`src/rtl/cwmac_pkg.sv`:
```
// Shared widths and entry/result types for the CWMAC tag verify path.
// The id field is sized for the widest supported ID_W. Users zero-extend into it and slice out of it.
package cwmac_pkg;
  localparam int TAG_W      = 56;
  localparam int ADDR_W     = 26;
  localparam int NONCE_W    = 56;
  localparam int MSG_W      = 512;
  localparam int KEY_ENC_W  = 128;
  localparam int KEY_HASH_W = 512;
  localparam int ID_MAX_W   = 16;

  typedef struct packed {
    logic [TAG_W-1:0]    tag;
    logic [ADDR_W-1:0]   addr;
    logic [ID_MAX_W-1:0] id;
  } expect_entry_t;

  typedef struct packed {
    logic                ok;
    logic [ADDR_W-1:0]   addr;
    logic [ID_MAX_W-1:0] id;
  } check_result_t;

  function automatic logic [15:0] sat_inc16(input logic [15:0] v);
    return (v == 16'hFFFF) ? v : v + 16'd1;
  endfunction
endpackage

```
`src/rtl/cwmac_tag_fifo.sv`:
```
// In-order FIFO of expected-tag entries.
// Full and empty come from a pointer pair that carries one extra wrap bit.
module cwmac_tag_fifo
  import cwmac_pkg::*;
#(
  parameter int DEPTH = 4,
  localparam int AW = $clog2(DEPTH),
  localparam int CW = AW + 1
) (
  input  logic          clock,
  input  logic          reset,
  input  logic          push,
  input  expect_entry_t wdata,
  input  logic          pop,
  output expect_entry_t rdata,
  output logic          full,
  output logic          empty,
  output logic [CW-1:0] count
);
  expect_entry_t mem [DEPTH];
  logic [AW:0] wr_ptr, rd_ptr;
  logic        do_push, do_pop;

  // A push is refused while full, even if a pop happens in the same cycle.
  assign do_push = push && !full;
  assign do_pop  = pop && !empty;

  always_ff @(posedge clock or negedge reset) begin
    if (!reset) begin
      wr_ptr <= '0;
      rd_ptr <= '0;
    end else begin
      if (do_push) wr_ptr <= wr_ptr + 1'b1;
      if (do_pop)  rd_ptr <= rd_ptr + 1'b1;
    end
  end

  always_ff @(posedge clock) begin
    if (do_push) mem[wr_ptr[AW-1:0]] <= wdata;
  end

  assign rdata = mem[rd_ptr[AW-1:0]];
  assign empty = (wr_ptr == rd_ptr);
  assign full  = (wr_ptr[AW] != rd_ptr[AW]) && (wr_ptr[AW-1:0] == rd_ptr[AW-1:0]);
  assign count = wr_ptr - rd_ptr;
endmodule

```
`config.mk`:
```
export PLATFORM = sky130hd
export DESIGN_NAME = cwmac_tag_fifo
export DESIGN_NICKNAME = d
export VERILOG_FILES = /design/src/rtl/cwmac_pkg.sv /design/src/rtl/cwmac_tag_fifo.sv
export SDC_FILE = /design/constraint.sdc
export NUM_CORES = 1
export LEC_CHECK = 0
export ABC_CLOCK_PERIOD_IN_PS = 5440
export CAP_MARGIN = 15
export CORE_ASPECT_RATIO = 0.75
export CORE_MARGIN = 3
export CORE_UTILIZATION = 54
export DETAILED_ROUTE_END_ITERATION = 10
export HOLD_SLACK_MARGIN = 0.02
export PLACE_DENSITY = 0.76
export SETUP_SLACK_MARGIN = 0.02
export SLEW_MARGIN = 20
export SYNTH_ARGS = -nofsm -noshare
export SYNTH_HDL_FRONTEND = slang
export SYNTH_SLANG_ARGS = --single-unit
```
`constraint.sdc`:
```
create_clock -name clock -period 5.44 [get_ports clock]
set_input_delay 0.816 -clock clock [delete_from_list [all_inputs] [get_ports clock]]
set_output_delay 0.816 -clock clock [all_outputs]
set_load 0.01 [all_outputs]
```
==> run summary <==
outcome: finished clean
CP Class: register to output pin
RSZ-0062 raised after global routing: false
GR Util met1: 28.5%
max cap viols: 0
sequential power share: 41.9%
M1 wire length: 11.4 mm
Compound Share, Synth: 0.163%
mux share: 15.5%
Via-to-Cell Ratio: 5.71
top cells by count: 392 x edfxtp_1, 98 x mux4_2, 9 x buf_2
slowest CP cell: dfrtp_4
core area: 26200 um^2
Max Transition Viols Final: 0
Yosys warnings: 0
clock network fraction of total power: 25.6%
met3 Track Usage GR: 6.32%
first-pass GRT wire length: 43.7 mm
fin worst setup slack: 1.46 ns
drt pass-1 iters: 6
Final Skew: 0.0132 ns
fmax: 0.251 GHz
Comb power: 3.44 mW
CP delay by family, top: flip-flops
yosys synthesis chip area: 14600 um^2
adder share: 0.739%
Area Growth Syn to Fin: 25.8%
==> state kept, by name, summed over array words and instances (netlist names) <==
name and count:
rd_ptr 3, mem 392, wr_ptr 3
==> worst paths after layout <==
kind                       startpoint          to  slack [ns]  cells past startpoint
max                         rd_ptr[1]   rdata[78]        1.46                      3
min                         wr_ptr[0]   wr_ptr[0]        0.54                      1
max reg2reg                 rd_ptr[1]  mem[3][61]        1.85                      5
min reg2reg                 wr_ptr[0]   wr_ptr[0]        0.54                      1
max in group asynchronous       reset   rd_ptr[0]        4.65                      1
min in group asynchronous       reset   rd_ptr[1]        0.55                      1
==> area by class of cell <==
type	count	share of cell area, %
clock buffer	53	5.85
clock inverter	15	1.24
inverter	8	0.164
multi-input combinational	129	13.6
sequential	398	65.1
tap	344	2.35
timing repair buffer	215	11.7
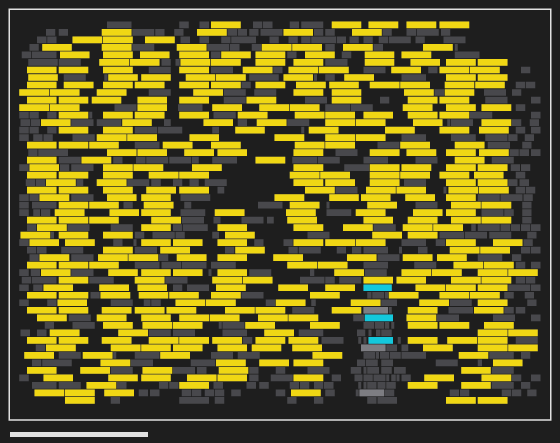
Fig. 1. Sequential cells colored by netlist name.
The bar under the picture is 50 um long.
rd_ptr: in cyan, sequential cells 3. mem: in yellow, sequential cells 392, where widely spread.
Another 3 sequential cells are not colored.

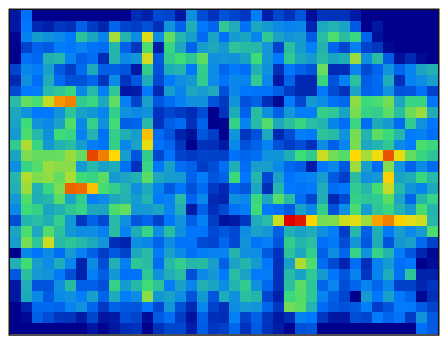
Fig. 2. Wire density map.
39 x 30 tiles, from dark blue (low) to red (high), scaled to the fullest tile. Values are wire area over tile area, all layers added.
5.9% of the tiles are nearly empty. 9.7% of the tiles are over half the peak. The mean over all tiles is 0.16. The fullest tile reaches 0.56.
final WL: 28.4 mm
gr usage total: 20.0%
Avg WL per Cell: 24.4 um

Power figures rest on the tool's default switching activity, not on a simulated workload.
